==> images/power_grid.png <==
Bar = 20 µm. Pins as bars on the die edge.
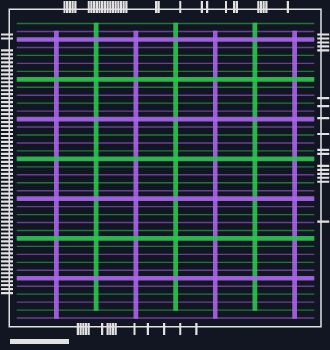
==> images/placement_by_type.png <==
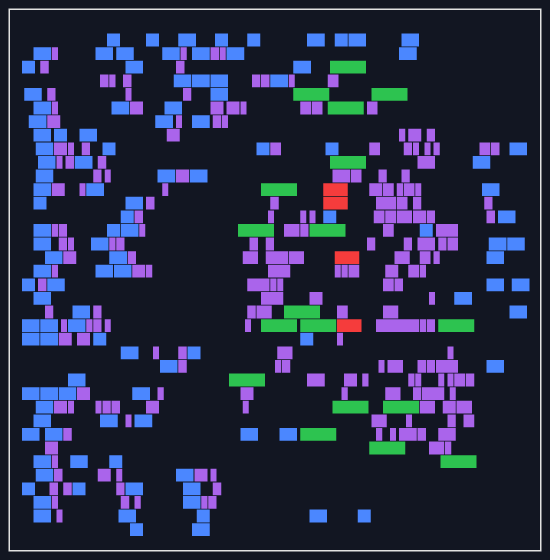
==> images/clk_routes.png <==
Bar = 20 µm.
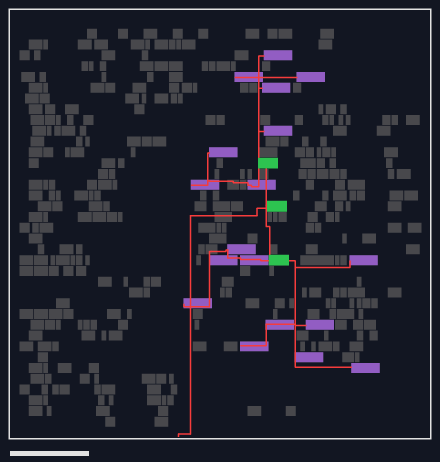
==> images/wires.png <==
Bar = 20 µm.
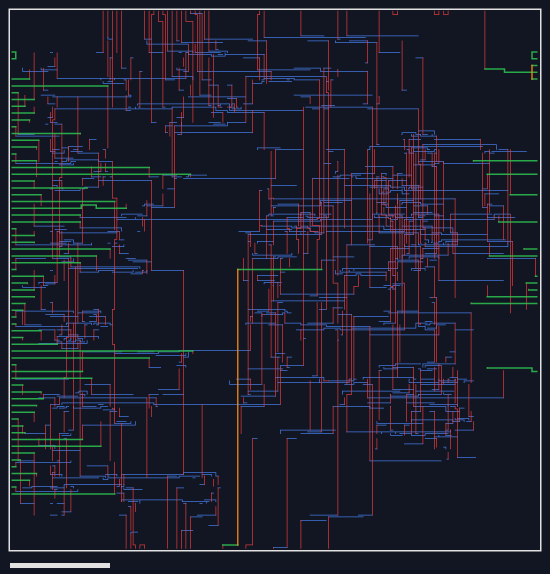
==> images/clocks.png <==
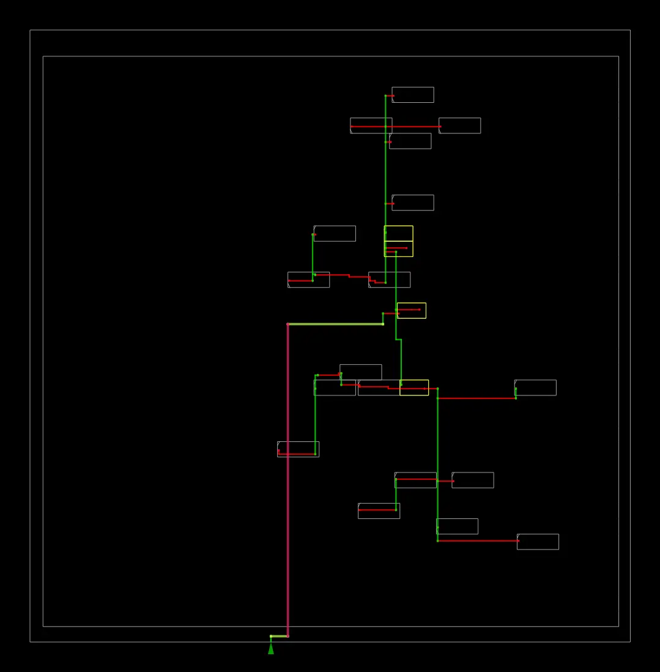
**src/rtl/mem_port_arbiter.sv**
```systemverilog
// Round-robin owner of the single-port storage RAM: bursts keep the port until req drops,
// optionally capped at MAX_BURST accesses while another requester waits.
module mem_port_arbiter #(
  parameter int NREQ      = 4,
  parameter int AW        = 10,
  parameter int DW        = 8,
  parameter int MAX_BURST = 16
) (
  input  logic               clk,
  input  logic               rst,
  input  logic [NREQ-1:0]    req,
  input  logic [NREQ-1:0]    req_we,
  input  logic [NREQ*AW-1:0] req_addr,
  input  logic [NREQ*DW-1:0] req_wdata,
  output logic [NREQ-1:0]    gnt,
  output logic [NREQ-1:0]    rd_valid,
  output logic [DW-1:0]      rd_data,
  output logic               mem_en,
  output logic               mem_we,
  output logic [AW-1:0]      mem_addr,
  output logic [DW-1:0]      mem_wdata,
  input  logic [DW-1:0]      mem_rdata,
  output logic [1:0]         owner,
  output logic               busy
);
  localparam int CW = $clog2(MAX_BURST + 2);
  localparam logic [CW-1:0] CAP = CW'(MAX_BURST);

  typedef enum logic {IDLE, GRANT} state_t;

  state_t          state_q, state_d;
  logic [NREQ-1:0] gnt_q, gnt_d;
  logic [NREQ-1:0] rd_valid_q, rd_valid_d;
  logic [1:0]      owner_q, owner_d;
  logic [1:0]      rr_q, rr_d;
  logic [CW-1:0]   cnt_q, cnt_d, cnt_inc;
  logic            own_req, own_we, cap_hit;
  logic [NREQ-1:0] others;
  logic [2:0]      win;

  // Returns {found, index} of the first set bit at or above ptr, wrapping at NREQ.
  function automatic logic [2:0] pick(input logic [NREQ-1:0] v, input logic [1:0] ptr);
    logic [2:0] res;
    int         idx;
    res = 3'b000;
    for (int k = NREQ - 1; k >= 0; k--) begin
      idx = (int'(ptr) + k) % NREQ;
      if (v[idx]) res = {1'b1, idx[1:0]};
    end
    return res;
  endfunction

  assign own_req = |(gnt_q & req);
  assign own_we  = |(gnt_q & req & req_we);
  assign others  = req & ~gnt_q;
  assign cnt_inc = (cnt_q == CAP) ? cnt_q : cnt_q + CW'(1);
  assign cap_hit = (MAX_BURST != 0) && (cnt_inc == CAP) && (|others);

  always_comb begin
    mem_addr  = '0;
    mem_wdata = '0;
    for (int i = 0; i < NREQ; i++) begin
      if (gnt_q[i]) begin
        mem_addr  = req_addr[i*AW +: AW];
        mem_wdata = req_wdata[i*DW +: DW];
      end
    end
  end

  always_comb begin
    state_d    = state_q;
    gnt_d      = gnt_q;
    owner_d    = owner_q;
    rr_d       = rr_q;
    cnt_d      = cnt_q;
    rd_valid_d = '0;
    win        = 3'b000;
    if (!own_req)     win = pick(req, rr_q);
    else if (cap_hit) win = pick(others, rr_q);
    if (own_req) begin
      cnt_d = cnt_inc;
      if (!own_we) rd_valid_d = gnt_q;
    end
    if (win[2]) begin
      state_d             = GRANT;
      gnt_d               = '0;
      gnt_d[win[1:0]]     = 1'b1;
      owner_d             = win[1:0];
      rr_d                = (int'(win[1:0]) == NREQ - 1) ? 2'd0 : win[1:0] + 2'd1;
      cnt_d               = '0;
    end else if (!own_req) begin
      state_d = IDLE;
      gnt_d   = '0;
    end
  end

  always_ff @(posedge clk) begin
    if (rst) begin
      state_q    <= IDLE;
      gnt_q      <= '0;
      rd_valid_q <= '0;
      owner_q    <= 2'd0;
      rr_q       <= 2'd0;
      cnt_q      <= '0;
    end else begin
      state_q    <= state_d;
      gnt_q      <= gnt_d;
      rd_valid_q <= rd_valid_d;
      owner_q    <= owner_d;
      rr_q       <= rr_d;
      cnt_q      <= cnt_d;
    end
  end

  // The access presented during a reset cycle never reaches the RAM.
  assign mem_en   = own_req & ~rst;
  assign mem_we   = own_we & ~rst;
  assign gnt      = gnt_q;
  assign rd_valid = rd_valid_q;
  assign rd_data  = mem_rdata;
  assign owner    = owner_q;
  assign busy     = (state_q == GRANT);

endmodule

```
**config.mk**
```make
export PLATFORM = sky130hd
export DESIGN_NAME = mem_port_arbiter
export DESIGN_NICKNAME = d
export VERILOG_FILES = /design/src/rtl/mem_port_arbiter.sv
export SDC_FILE = /design/constraint.sdc
export NUM_CORES = 1
export LEC_CHECK = 0
export CELL_PAD_IN_SITES_DETAIL_PLACEMENT = 0
export CELL_PAD_IN_SITES_GLOBAL_PLACEMENT = 2
export CORE_AREA = 2 2 104 106
export CTS_CLUSTER_DIAMETER = 30
export CTS_CLUSTER_SIZE = 14
export DETAILED_ROUTE_END_ITERATION = 8
export DIE_AREA = 0 0 106 108
export HOLD_SLACK_MARGIN = 0.1
export PLACE_DENSITY_LB_ADDON = 0.1
export SLEW_MARGIN = 20
export SYNTH_ARGS = -nofsm -noshare
export SYNTH_HDL_FRONTEND = slang
export SYNTH_SLANG_ARGS = --single-unit
```
**constraint.sdc**
```tcl
create_clock -name clk -period 4.6 [get_ports clk]
set_input_delay 0.46 -clock clk [delete_from_list [all_inputs] [get_ports clk]]
set_output_delay 0.46 -clock clk [all_outputs]
set_load 0.1 [all_outputs]
```
==> results_dict.tcl <==
# collected from the flow reports
set metrics [dict create \
    status "completed" \
    finalNonFillerCells 484 \
    flow.area_growth_from_synthesis_pct 69.5 \
    post_synth.cell_area_avg_um2 6.75 \
    topCellsByArea "dfxtp_1, a21oi_1, a22oi_1" \
    reg2reg_from "cnt_q[0]" \
    clock_distribution_power_mw 0.131 \
    critical-path-max-stage-delay_ns 0.55 \
    power.net_switching_mw 1.28 \
    cp_data_arrival_time_ns 3.04 \
    drt-pass1-iter-count 4 \
    placed_cells_incl_taps 480 \
    grt_pass1_vias 2102 \
    final.hold.worst_slack_ns 0.461 \
    grt.met2_usage 0.189 \
    internal_portion_of_total_power_mw 0.651 \
    cts_hold_buf 0 \
    largest_reg_flops 5 \
    dr_total_vias 2081 \
    synth_compound_gate_area_share 0.291 \
    r2r.worst_path.cells 11 \
    dpl-instance-area_um2 2850 \
    ws_path_type "in -> reg" \
    synth-seq-area-share 0.210 \
    worst-path-stages 9 \
    clockBufferDepth 2 \
    min-delay-start "busy" \
    max_cap_viol_count 0 \
    ctsRootBufferMaster "clkbuf_8" \
    startpoint "req[1]" \
    cts.sinks 18 \
    max-vdd-ir-drop_mv 0.419 \
    clock_tree_from_tritoncts "done" \
    route.met2.wl_mm 3.08 \
    grt_use_total 0.113 \
    fp.dieW_um 106 \
    rsz0062_at_grt "false" \
    combinationalPowerShare 0.812 \
    final-hold-violation-count 0 \
    power_top_consumer "combinational cells" \
    ys_async_sr_fraction 0 \
    total_length_of_routed_wires_mm 6.56 \
    maxSlewViolCount 0 \
    drt_first_iter_violations 58 \
    regMostFlops "cnt_q" \
    tool_warnings 30 \
    final_design_area_no_fill_um2 2910 \
    initCoreUtil 0.168 \
    synth_flop_count 18 \
    detailedPlace.worstSlack_ns 1.48 \
    critical_path_required_ns 4.78 \
    enable_flop_cells 0 \
    netlist_logic_family_top "simple AND/OR/NAND/NOR gates" \
    yosysTopAreaCell "dfxtp_1" \
    cp-start-kind "primary input" \
    most-common-layout-cells "clkdlybuf4s50_1, nor2_1, a21oi_1, nand2_1, buf_4" \
    powerSeq_mw 0.231 \
    grt_max_degree 39 \
    antenna_violations_before_repair 0 \
    top_cell_area_share 0.210 \
    power_leakage_nw 1.10 \
    regToRegSetupSlack_ns 1.93 \
    worstPathBufferInverterCount 2 \
    crit_fanout 7 \
    synth.mux.area_fraction 0.0175 \
    final_common_cell "clkdlybuf4s50_1" \
    synth-xor-area-share 0.0204 \
    setup.worst_path.end "gnt[3]" \
    timing_worst_slew_pin_value_ns 0.987 \
    ant_nets 0 \
    met3_wl_um 643 \
    share_of_post_route_cells_with_drive_strength_above_1 0.103 \
    synth_warnings 0 \
    syn-cell-area_um2 1710 \
    seq_power_share 0.120 \
    clkSlewWorstSetupHoldPaths_ns 0.08 \
    cp-end-kind "register" \
    cts-buffers-inserted 3 \
    die.size.y_um 108 \
    fin_worst_skew_ns 0.00656 \
    gpl.final_weighted_congestion 0.726 \
    post_synth_and_or_nand_nor_area_fraction 0.311 \
    io_pins 129 \
    global_route.overflow_total 0 \
    antenna_cells 0 \
    share_clk_of_total_power 0.068 \
    total_power_mw 1.93 \
]
Notes on power_grid.png above:
Key: VSS = purple; VDD = green
7 straps on met5. 38 met1 rails follow the rows. The core has 37 rows. 129 signal pins sit on the boundary. 7 straps on met4.

Notes on placement_by_type.png above:
Key: remaining buffers and delay cells = blue [cells 117, share of their area 41%]; clock drivers and dummy loads = red [cells 4, share of their area 2.0%]; combinational and other logic = purple [cells 209, share of their area 44%]; sequential cells = green [cells 18, share of their area 13%]

Notes on clk_routes.png above:
Key: clock drivers = green [count 3]; clock wires = red [length 318 µm]; flip-flops = purple [count 18]
There are 4 routed clock nets.

Notes on wires.png above:
Key: metal 4 = orange [wire length 57.8 µm]; metal 2 = red [wire length 3,080 µm]; metal 3 = green [wire length 643 µm]; metal 1 = blue [wire length 2,790 µm]

Notes on clocks.png above:
flip-flop and latch count: 18
Clock Buffer Count: 4

-- cell type report --
class / instances / area, µm²
timing repair buffer: 117 / 1110
tap: 136 / 170
inverter: 9 / 33.8
multi-input combinational: 200 / 1180
clock buffer: 4 / 55.1
fill: 1128 / 7330
sequential: 18 / 360
-- cells in the mapped netlist, drive strengths merged, types with 2 or more instances --
cell / n
o21a: 2
a21oi: 30
dfxtp: 18
ha: 6
mux2i: 3
nand2b: 6
and2: 5
nor4: 2
nand3b: 2
buf: 13
nand3: 8
or3b: 6
a211oi: 2
nor2: 33
nand2: 28
o22ai: 3
clkbuf: 14
a22oi: 19
inv: 9
nor3: 3
nand4: 2
nor2b: 4
o21ai: 22
xnor2: 3
